### src/rtl/writeback_queue.sv
// writeback_queue: write-back buffer feeding the register-file write port.
// Accepts writes from the ALU path (fixed priority) and the memory/load path,
// queues them in a DEPTH-entry FIFO and drains one write per cycle onto
// regWrite/writeReg/writeData. A combinational lookup forwards the youngest
// pending value for fwd_reg. Requests to register 0 are acknowledged and dropped.
// Ports: clk, rst (async, active-low); alu_valid/alu_reg/alu_data/alu_ready;
//        mem_valid/mem_reg/mem_data/mem_ready; regWrite/writeReg/writeData;
//        fwd_reg/fwd_hit/fwd_data; count/full/empty.
// Build option: WBQ_BYPASS_EN loads a request straight into the output
//               registers when the FIFO is empty.
module writeback_queue #(
  parameter int unsigned DEPTH = 4,
  parameter int unsigned DW    = 32,
  parameter int unsigned AW    = 5
) (
  input  logic                         clk,
  input  logic                         rst,
  input  logic                         alu_valid,
  input  logic [AW-1:0]                alu_reg,
  input  logic [DW-1:0]                alu_data,
  output logic                         alu_ready,
  input  logic                         mem_valid,
  input  logic [AW-1:0]                mem_reg,
  input  logic [DW-1:0]                mem_data,
  output logic                         mem_ready,
  output logic                         regWrite,
  output logic [AW-1:0]                writeReg,
  output logic [DW-1:0]                writeData,
  input  logic [AW-1:0]                fwd_reg,
  output logic                         fwd_hit,
  output logic [DW-1:0]                fwd_data,
  output logic [$clog2(DEPTH+1)-1:0]   count,
  output logic                         full,
  output logic                         empty
);

  localparam int unsigned PW = $clog2(DEPTH);
  localparam int unsigned CW = $clog2(DEPTH + 1);

  logic [AW-1:0] qreg_q [DEPTH];
  logic [AW-1:0] qreg_d [DEPTH];
  logic [DW-1:0] qdat_q [DEPTH];
  logic [DW-1:0] qdat_d [DEPTH];
  logic [PW-1:0] rd_ptr_q, rd_ptr_d;
  logic [PW-1:0] wr_ptr_q, wr_ptr_d;
  logic [CW-1:0] count_q, count_d;
  logic          reg_write_q, reg_write_d;
  logic [AW-1:0] write_reg_q, write_reg_d;
  logic [DW-1:0] write_data_q, write_data_d;

  logic          in_fire;
  logic [AW-1:0] in_reg;
  logic [DW-1:0] in_data;
  logic          push;
  logic          pop;
  logic          bypass;
  logic          enq;
  logic [PW-1:0] idx;

  assign full      = (count_q == CW'(DEPTH));
  assign empty     = (count_q == '0);
  assign count     = count_q;
  assign alu_ready = !full;
  assign mem_ready = !full && !alu_valid;
  assign regWrite  = reg_write_q;
  assign writeReg  = write_reg_q;
  assign writeData = write_data_q;

  always_comb begin
    in_fire = (alu_valid && alu_ready) || (mem_valid && mem_ready);
    in_reg  = alu_valid ? alu_reg  : mem_reg;
    in_data = alu_valid ? alu_data : mem_data;
    push    = in_fire && (in_reg != '0);
    pop     = !empty;
`ifdef WBQ_BYPASS_EN
    bypass  = push && empty;
`else
    bypass  = 1'b0;
`endif
    enq     = push && !bypass;

    qreg_d       = qreg_q;
    qdat_d       = qdat_q;
    rd_ptr_d     = rd_ptr_q;
    wr_ptr_d     = wr_ptr_q;
    reg_write_d  = pop || bypass;
    write_reg_d  = write_reg_q;
    write_data_d = write_data_q;

    if (pop) begin
      write_reg_d  = qreg_q[rd_ptr_q];
      write_data_d = qdat_q[rd_ptr_q];
      rd_ptr_d     = rd_ptr_q + PW'(1);
    end
    // bypass only occurs with an empty FIFO, so it never competes with pop
    if (bypass) begin
      write_reg_d  = in_reg;
      write_data_d = in_data;
    end
    if (enq) begin
      qreg_d[wr_ptr_q] = in_reg;
      qdat_d[wr_ptr_q] = in_data;
      wr_ptr_d         = wr_ptr_q + PW'(1);
    end
    count_d = count_q + CW'(enq) - CW'(pop);
  end

  // Output register is the oldest candidate; later queue matches overwrite it,
  // so the last match in oldest-to-youngest order is the youngest write.
  always_comb begin
    fwd_hit  = 1'b0;
    fwd_data = '0;
    idx      = '0;
    if (reg_write_q && (write_reg_q == fwd_reg)) begin
      fwd_hit  = 1'b1;
      fwd_data = write_data_q;
    end
    for (int unsigned i = 0; i < DEPTH; i++) begin
      idx = rd_ptr_q + PW'(i);
      if ((CW'(i) < count_q) && (qreg_q[idx] == fwd_reg)) begin
        fwd_hit  = 1'b1;
        fwd_data = qdat_q[idx];
      end
    end
    if (fwd_reg == '0) begin
      fwd_hit  = 1'b0;
      fwd_data = '0;
    end
  end

  always_ff @(posedge clk or negedge rst) begin
    if (!rst) begin
      qreg_q       <= '{default: '0};
      qdat_q       <= '{default: '0};
      rd_ptr_q     <= '0;
      wr_ptr_q     <= '0;
      count_q      <= '0;
      reg_write_q  <= 1'b0;
      write_reg_q  <= '0;
      write_data_q <= '0;
    end else begin
      qreg_q       <= qreg_d;
      qdat_q       <= qdat_d;
      rd_ptr_q     <= rd_ptr_d;
      wr_ptr_q     <= wr_ptr_d;
      count_q      <= count_d;
      reg_write_q  <= reg_write_d;
      write_reg_q  <= write_reg_d;
      write_data_q <= write_data_d;
    end
  end

endmodule

### config.mk
export PLATFORM = sky130hd
export DESIGN_NAME = writeback_queue
export DESIGN_NICKNAME = d
export VERILOG_FILES = /design/src/rtl/writeback_queue.sv
export SDC_FILE = /design/constraint.sdc
export NUM_CORES = 1
export LEC_CHECK = 0
export ABC_CLOCK_PERIOD_IN_PS = 2900
export CAP_MARGIN = 20
export CORE_MARGIN = 2
export CORE_UTILIZATION = 40
export CTS_BUF_LIST = sky130_fd_sc_hd__clkbuf_16
export DETAILED_ROUTE_END_ITERATION = 6
export SETUP_SLACK_MARGIN = 0.15
export SLEW_MARGIN = 20
export SYNTH_ARGS = -nofsm -noshare
export SYNTH_HDL_FRONTEND = slang
export SYNTH_SLANG_ARGS = --single-unit
### constraint.sdc
create_clock -name clk -period 2.9 [get_ports clk]
set_input_delay 0.58 -clock clk [delete_from_list [all_inputs] [get_ports clk]]
set_output_delay 0.58 -clock clk [all_outputs]
set_load 0.01 [all_outputs]
==> run_results.csv <==
group,metric,value,unit
outcome,status,"finished, violations left",
outcome,violations,"negative setup slack",
cells_and_area,n_fill_cell,2775,
power_and_ir_drop,leakagePower,6.964,nW
synthesis,syn_inst,1353,
die,die_h,178.9,µm
detailed_routing,wirelength,35950,µm
power_and_ir_drop,p_sw_share,42.91,%
grt,grt_pass1_vias,10590,
power_and_ir_drop,p_int,0.01095,W
detailed_routing,viasPerCell,5.448,
timing,finalSetupTns,-28.84,ns
run,warnings,35,
detailed_routing,vias,10590,
worst_hold_path,hp-class,"input pin to asynchronous set/reset pin",
die,die_w,178.9,µm
grt,grt_start_max_net_pins,107,
cts,clk_pin_slew,0.08,ns
timing,grt_setup_unrepaired,"yes",
setup_path,criticalPathCategory,"flip-flop to output pin",
timing,hold_viol_final,0,
synthesis,common_cells,"nand2_1, o21ai_0, dfrtp_1, mux2i_1, mux2_2",
die,num_io_pins,161,
placement,place_hpwl,23160,µm
setup_path,worst_r2r_endpoint,"count[2]",
cells_and_area,drive_gt1_share,22.82,%
synthesis,netlist.area_leader.share,39.47,%
run,maxCapViolCount,0,
detailed_routing,wl_per_cell,18.50,µm
setup_path,start_kind,"flip-flop",
synthesis,yosys_warnings,0,
power_and_ir_drop,pwr-share-seq,26.7,%
timing,max_slew_margin,56.23,%
die,die-area,0.03201,mm²
detailed_routing,antenna_left,0,
detailed_routing,first_pass_iters,5,
cells_and_area,fin_nets,1627,
die,design.core.area,0.03035,mm²
synthesis,synth_top_cell_by_count,"nand2_1",
synthesis,yosys.area.top_type,"dfrtp_1",
power_and_ir_drop,power_density,1205,mW/mm²
placement,place_congestion,0.8333,
power_and_ir_drop,combinationalPowerShare,60.5,%
power_and_ir_drop,clkPwrFrac,12.9,%
detailed_routing,drcViolationCount,0,
timing,post-route-period-util,132.7,%
setup_path,worst-path-buf-inv,8,
synthesis,ys.flop_type,"dfrtp_1",
timing,setup_viol,33,
grt,grt_pass1_wl,57090,µm
synthesis,topCellsByArea,"dfrtp_1, mux2i_1, o21ai_0, mux2_2, nand2_1",
synthesis,synth_cell_type_count,36,
setup_path,crit_path_max_fanout,6,
grt,grt_overflow,0,
setup_path,reg2reg_depth,13,
timing,fmax,259.9,MHz
power_and_ir_drop,ir_worst_vdd,0.0007004,V
setup_path,cp_top_family,"buffers and inverters",
cells_and_area,flop_area,0.004837,mm²
cells_and_area,diodes,0,
setup_path,path_cells,"buf_8, mux2i_4, xnor2_2, nor4_2, buf_4, a22oi_2, buf_6, o211ai_1, buf_4, buf_6, buf_8, buf_12, nand2b_1, o2111a_1, buf_2",
cells_and_area,syn_to_final_growth,30.12,%
cells_and_area,logic_area,0.007081,mm²
synthesis,async_flop_share,100.0,%
detailed_routing,initialDrtViolationCount,624,
synthesis,yosys_cells,1353,
setup_path,critPathCaptureType,"output pin",
synthesis,avgSynthCellArea,9.044,µm²
cts,cts_root_buf,"clkbuf_16",
grt,antenna_found_initial,0,
setup_path,cpMaxStageDelayCell,"dfrtp_4",
cts,h-tree-depth,4,
timing,drv_slew,0,
setup_path,crit_path_max_incr_delay,0.55,ns
synthesis,edf_count,0,
placement,port_buffers,160,
die,fp_util,40.32,%
setup_path,crit_arrival,3.27,ns
setup_path,critPathRequiredTime,2.32,ns
timing,worst_slack,-0.9483,ns
synthesis,syn_nets,1445,
timing,whs,0.08059,ns
die,rows,64,
power_and_ir_drop,p_sw,0.008234,W
synthesis,synth-area-yosys,0.01224,mm²
cts,cts_buffer_depth,2,
timing,worst_pin_slew,0.6566,ns
timing,finClkSkew,0.01116,ns
cts,cts_tree,"built",
timing,fin_crit,3.848,ns
synthesis,syn_area,0.01224,mm²
synthesis,ys_seq_share,39.47,%
grt,grtUsageTotal,22.97,%
setup_path,reg2reg_from,"count[1]",
setup_path,r2r_slack,0.42,ns
synthesis,ys_ff,193,
placed cells by master, fill, tap and decap left out, types with 29 or more instances in the layout:
| cell type | n |
|---|---|
| a21oi_1 | 31 |
| buf_2 | 32 |
| buf_4 | 85 |
| clkdlybuf4s50_1 | 123 |
| dfrtp_1 | 191 |
| inv_1 | 42 |
| mux2_2 | 102 |
| mux2i_1 | 114 |
| nand2_1 | 247 |
| nand2b_1 | 29 |
| o2111a_1 | 32 |
| o211ai_1 | 33 |
| o21ai_0 | 234 |
| or3_1 | 32 |
metrics by stage:
stage	total power, W	cells	cell area [µm²]	worst slack [ns]	utilization (%)
after floorplan	0.01197	1353	12320	0.01177	-
after global placement	0.01585	1887	14880	-1.176	49.02
after detailed placement	0.01609	1887	14880	-1.208	49.02
after CTS	0.01902	1939	15770	-0.9266	51.95
after global routing	0.02076	1943	15920	-1.109	52.47
final	0.01919	1943	15920	-0.9483	52.47
state kept, by name, indices dropped and copies added (netlist names):
name,count
regWrite,1
qreg_q,20
qdat_q,128
writeReg,5
writeData,32
rd_ptr_q,2
count,3
wr_ptr_q,2
layer usage:
metal	wire length (µm)	share of wire, %	track usage, %
met5	0	0	0
met4	418	1.2	5.894
met3	1778	4.9	3.499
met2	17490	49	39.55
met1	16270	45	30.12
worst max path at each step:
stage                      startpoint      endpoint  slack, ns  cells after the start
after floorplan            fwd_reg[3]  fwd_data[10]       0.01                      8
after global placement     fwd_reg[4]  fwd_data[16]      -1.18                      9
after detailed placement   fwd_reg[4]  fwd_data[16]      -1.21                      9
after CTS                 rd_ptr_q[1]  fwd_data[12]      -0.93                     15
after global routing      rd_ptr_q[1]  fwd_data[12]      -1.11                     15
final                     rd_ptr_q[1]  fwd_data[12]      -0.95                     15
power groups by stage:
| stage | Sequential (W) | Combinational (W) | Clock (W) |
|---|---|---|---|
| after floorplan | 0.00495 | 0.00702 | 0 |
| after global placement | 0.00507 | 0.0108 | 0 |
| after detailed placement | 0.00513 | 0.0110 | 0 |
| after CTS | 0.00511 | 0.0114 | 0.00252 |
| after global routing | 0.00532 | 0.0128 | 0.00266 |
| final | 0.00512 | 0.0116 | 0.00247 |
timing repair:
| item | CTS | global route |
|---|---|---|
| endpoints found under the setup margin | 34 | 37 |
| hold buffers | 0 | 0 |
| gates resized | 203 | 20 |
| cloned | 2 | 1 |
| setup buffers | 19 | 3 |
| pin swaps | 22 | 7 |
logic make-up after synthesis:
group	synth area share, %
AND-OR/OR-AND	19.16
flip-flops	39.47
adder cells (fa/ha/maj)	0.9816
multiplexers	20.33
XOR/XNOR	2.505
AND/OR/NAND/NOR	12.10
buffers and inverters	5.460
cell type report:
| cell class | count | share of cell area, % |
|---|---|---|
| clock inverter | 14 | 1.124 |
| multi-input combinational | 997 | 44.47 |
| sequential | 193 | 30.38 |
| tap | 396 | 3.112 |
| clock buffer | 17 | 2.672 |
| timing repair buffer | 283 | 17.23 |
| inverter | 43 | 1.014 |
==> images/m2.png <==
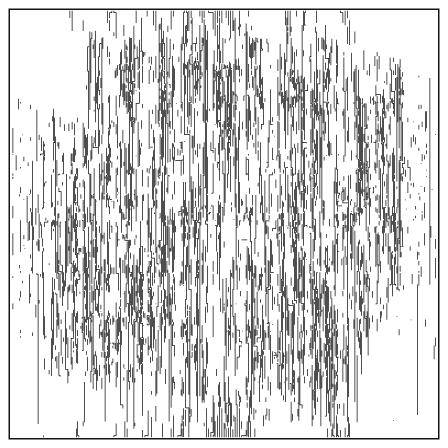
main direction: vertical
nets with wire on the layer: 1294
wire length on this layer: 17500 µm
longest straight run: 86.4 µm

==> images/clock_nets.png <==
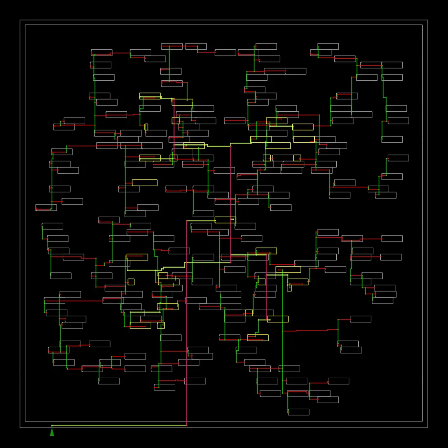
Clock Latency Late Sink: 0.43 ns
clk sinks: 193
Clock Power: 0.00247 W
cts bufs inserted: 17

Power and IR drop assume default switching activity.
